**Run 1: drive-strength map**

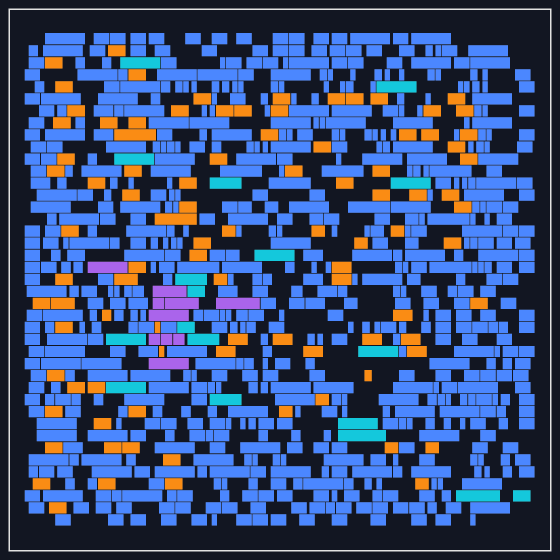
**Run 1: metal 3**

Cells faint in the background.
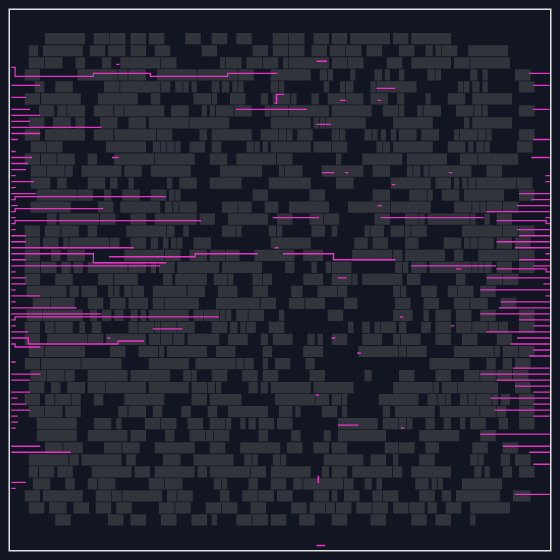
**Run 1: gate-type map**

Bar = 20 um.
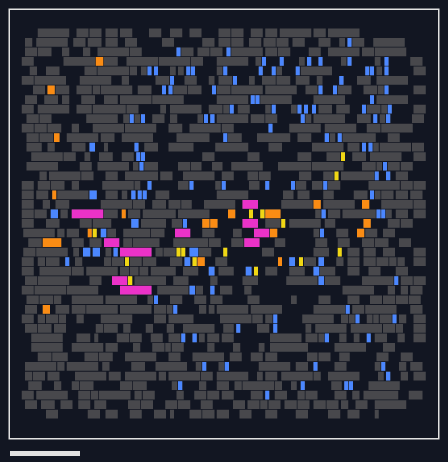
**Run 1: routing congestion map**

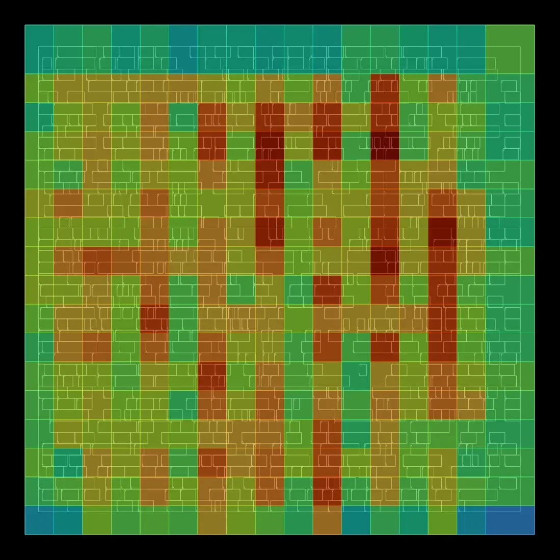
Design lsu, sky130hd; sources not shown.
==> impl_metrics.tcl, run 1 <==
# yosys + openroad results
set metrics [dict create \
    clk_latency_ns 0.35 \
    reg2regPathDepth 6 \
    p_int_mw 6.056 \
    grt_max_degree 65 \
    netlist_area_sq_um 6335 \
    grt_pass1_wl_um 26320 \
    wl_met2_um 8502 \
    end_kind "output port" \
    antenna_found_initial 0 \
    reg2reg_slack_ns 0.25 \
    mi_logic_area_sq_um 3267 \
    arrival_ns 1.92 \
    met1_length_um 6792 \
    cp_max_fo 9 \
    ys_warn_count 6 \
    gp_congestion 0.8685 \
    p_comb_mw 5.92 \
    ys_sh_simple_pct 16.04 \
    yosys.area_share.xor_xnor_pct 0 \
    p_seq_share_pct 28.2 \
    grt_setup_unrepaired "false" \
    die_area_sq_um 14910 \
    flop_cell "dfrtp_1" \
    drv_cap 0 \
    ctsResizeCount 7 \
    dp_hpwl_um 12110 \
    ys_ff 102 \
    mux_share_pct 20.26 \
    period_used_pct 96.51 \
    outcome "finished, final reports clean" \
    path_clk_slew_ns 0.07 \
    placed_area_sq_um 8133 \
    drtIter0Drc 273 \
    core_region_area_sq_um 12880 \
    adder_share_pct 1.975 \
    route.detailed.drc 0 \
    finalHoldViolations 0 \
    io_buffers 200 \
    syn_area_per_cell_sq_um 10.35 \
    die_h_um 122.1 \
    fin_setup_tns_ns 0 \
]
About 'drive-strength map':
[drive 2] orange | cells: 93 | share: 12% | most used: mux2_2
[drive 1 or less] blue | cells: 646 | share: 84% | most used: clkdlybuf4s50_1
[drive 3 to 4] purple | cells: 10 | share: 1.3% | most used: buf_4
[drive 6 and up] cyan | cells: 18 | share: 2.3% | most used: clkbuf_16
Plain + repair buffers: 211
Final Cell Area: 8534 sq um
Setup WS post-layout: 0.09397 ns
Syn-to-layout area delta: 34.72%

About 'metal 3':
longest straight run: 46.0 um
share of all routed wire: 6.3%
main direction: horizontal
wire length on this layer: 1060 um
Routed Wire Length: 16740 um
via count: 4994
met3 usage in global routing: 5.385%

About 'gate-type map':
[inverters] yellow | cells: 15 | most used: inv_1
[adder and majority cells] magenta | cells: 10 | most used: ha_1
[NOR gates] orange | cells: 19 | most used: nor2b_1
[NAND gates] blue | cells: 116 | most used: nand2_1
logic share of the area: 38.28%
final non-filler cell total: 939
Commonest Layout Cell: clkdlybuf4s50_1

About 'routing congestion map':
Util after Layout: 66.28%
grt peak-use layer: met2
GR Util All Layers: 23.34%
GRT met2 Usage: 39.50%
DR WL/cell: 17.83 um

==> run 1: final cells by class <==
| cell class | instances | share of cell area, % |
|---|---|---|
| clock buffer | 9 | 2.639 |
| sequential | 102 | 29.94 |
| multi-input combinational | 426 | 38.28 |
| clock inverter | 4 | 0.4985 |
| timing repair buffer | 211 | 25.47 |
| tap | 172 | 2.522 |
| inverter | 15 | 0.6597 |
==> run 1: cells in the mapped netlist, drive strengths merged, types with 2 or more instances <==
cell type	instances
dfrtp	102
a41o	8
mux2i	33
a22o	8
a32o	7
o22ai	9
nand2	101
nor4	3
inv	15
mux2	66
nor2	4
o211ai	2
clkbuf	14
and2	64
ha	10
nand2b	3
buf	56
nor2b	9
nand3	10
mux4	8
o21ai	68
**Run 1: clock network drawn from the DEF**

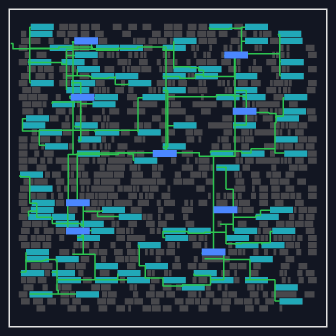

## Run 2: what changed since run 1
--- a/config.mk
+++ b/config.mk
@@ -5,7 +5,6 @@
 export SDC_FILE = /design/constraint.sdc
 export NUM_CORES = 1
 export LEC_CHECK = 0
-export CORE_MARGIN = 3
 export CORE_UTILIZATION = 47
 export CTS_BUF_LIST = sky130_fd_sc_hd__clkbuf_16
 export DETAILED_ROUTE_END_ITERATION = 7
**Run 2: clock network drawn from the DEF**

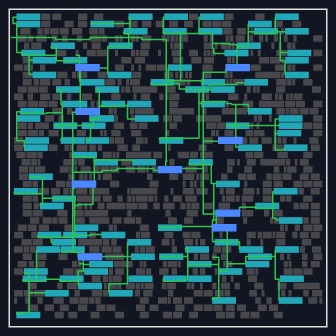
[cells driving clock nets] blue | count: 9
[clock wires] green | length: 1370 um
[flip-flops] cyan | count: 102
routed clock nets: 10
clock skew: 0.007456 ns
Clock power frac: 11.9%
latest clock arrival within the worst-skew pair: 0.35 ns

**Run 2: drive-strength map**

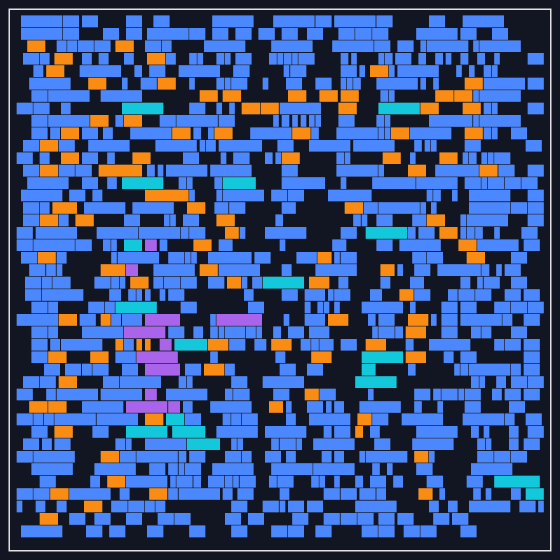
[drive 6 and up] cyan | cells: 18 | share: 2.3% | most used: clkbuf_16
[drive 2] orange | cells: 94 | share: 12% | most used: mux2_2
[drive 3 to 4] purple | cells: 11 | share: 1.4% | most used: buf_4
[drive 1 or less] blue | cells: 647 | share: 84% | most used: clkdlybuf4s50_1
Syn-to-layout area delta: 34.56%
Setup WS post-layout: 0.1004 ns
Final Cell Area: 8524 sq um
Plain + repair buffers: 212

==> run 2 against run 1 <==
Sequential power about the same. Clock power fell by 5%. Critical path depth unchanged. Combinational power rose by 0.7%. Critical path type unchanged. Highest routed layer unchanged.
==> impl_metrics.tcl, run 2 <==
# yosys + openroad results
set metrics [dict create \
    outcome "finished, final reports clean" \
    end_kind "output port" \
    grt_max_degree 65 \
    route.detailed.drc 0 \
    cts_setup_buffers 8 \
    reg2reg_slack_ns 0.27 \
    most_common_cell "dfrtp_1" \
    die_area_sq_um 13950 \
    p_seq_share_pct 28.3 \
    yosys.area_share.xor_xnor_pct 0 \
    finalHoldViolations 0 \
    p_seq_mw 2.82 \
    taps 176 \
    mux_share_pct 20.26 \
    wl_met2_um 8613 \
    reg2regPathDepth 6 \
    ys_types 41 \
    wl_um 16680 \
    core_region_area_sq_um 13190 \
    io_buffers 200 \
    sh_comb_area_pct 38.32 \
    ys_warn_count 6 \
    largest_class "combinational gates" \
    cts_made_buffers 9 \
    path_clk_slew_ns 0.07 \
    flops 102 \
    aoi_share_pct 12.58 \
    clkbuf_count 9 \
    crit_required_ns 2.02 \
    clk_share_pct 2.994 \
    busiest_layer "met2" \
    grt_pass1_wl_um 26210 \
    lay_top_count "clkdlybuf4s50_1" \
    num-nonclk-inverters 15 \
    adder_share_pct 1.975 \
    met1_length_um 6761 \
    flop_cell "dfrtp_1" \
    period_used_pct 96.27 \
    mi_logic_area_sq_um 3267 \
    die_h_um 118.1 \
    slew_headroom_pct 42.41 \
    seq_share_pct 29.97 \
    drv_cap 0 \
    wl_per_cell_um 17.64 \
    tool_warnings 33 \
    p_int_mw 5.992 \
    p_comb_mw 5.96 \
    netlist_area_sq_um 6335 \
    synthTopCellsByCount "102 x dfrtp_1, 100 x nand2_1, 65 x mux2_2" \
    antenna_found_initial 0 \
    ys_sh_simple_pct 16.04 \
    arrival_ns 1.92 \
    grt_setup_unrepaired "false" \
    dp_hpwl_um 11830 \
    bufAreaShareNonClock_pct 25.47 \
    cp_max_fo 9 \
    drtIter0Drc 268 \
    syn_area_per_cell_sq_um 10.35 \
    globalRouteTotalUtil_pct 24.92 \
    ctsResizeCount 6 \
    gp_congestion 0.8257 \
    comb.multi_input.count 426 \
    fin_setup_tns_ns 0 \
    top_cells_by_area "dfrtp_1 40%, mux2_2 12%, and2_1 6.3%" \
    ys_ff 102 \
    num_vias 5021 \
]
**Run 2: routing congestion map**

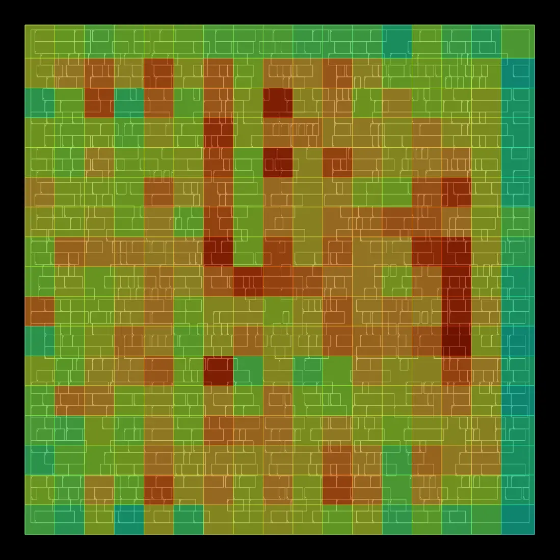
Util after Layout: 64.63%
GRT met2 Usage: 42.28%
met3 usage in global routing: 5.184%
met1 Use GR: 29.20%

[run 2: cell counts after synthesis]
Identical to the previous run, type by type.
[run 2: critical path, stage by stage (launching register included)]
cell and delay [ns]:
dfrtp_1 0.36, inv_2 0.08, ha_4 0.29, buf_4 0.16, and2_1 0.13, clkdlybuf4s50_1 0.55
[run 2: per-stage QoR]
stage,setup WS (ns),hold WS [ns],power (mW),area (sq um),instances
final,0.1004,0.2447,9.973,8524,946
after detailed placement,-0.2503,0.4648,8.524,8138,922
after global placement,-3.619,0.4531,8.339,8060,919
after global routing,0.02080,0.2729,10.66,8524,946
after CTS,0.05719,0.3407,9.974,8494,945
after floorplan,-0.9330,0.3769,6.028,5838,543
Power figures rest on the tool's default switching activity, not on a simulated workload.
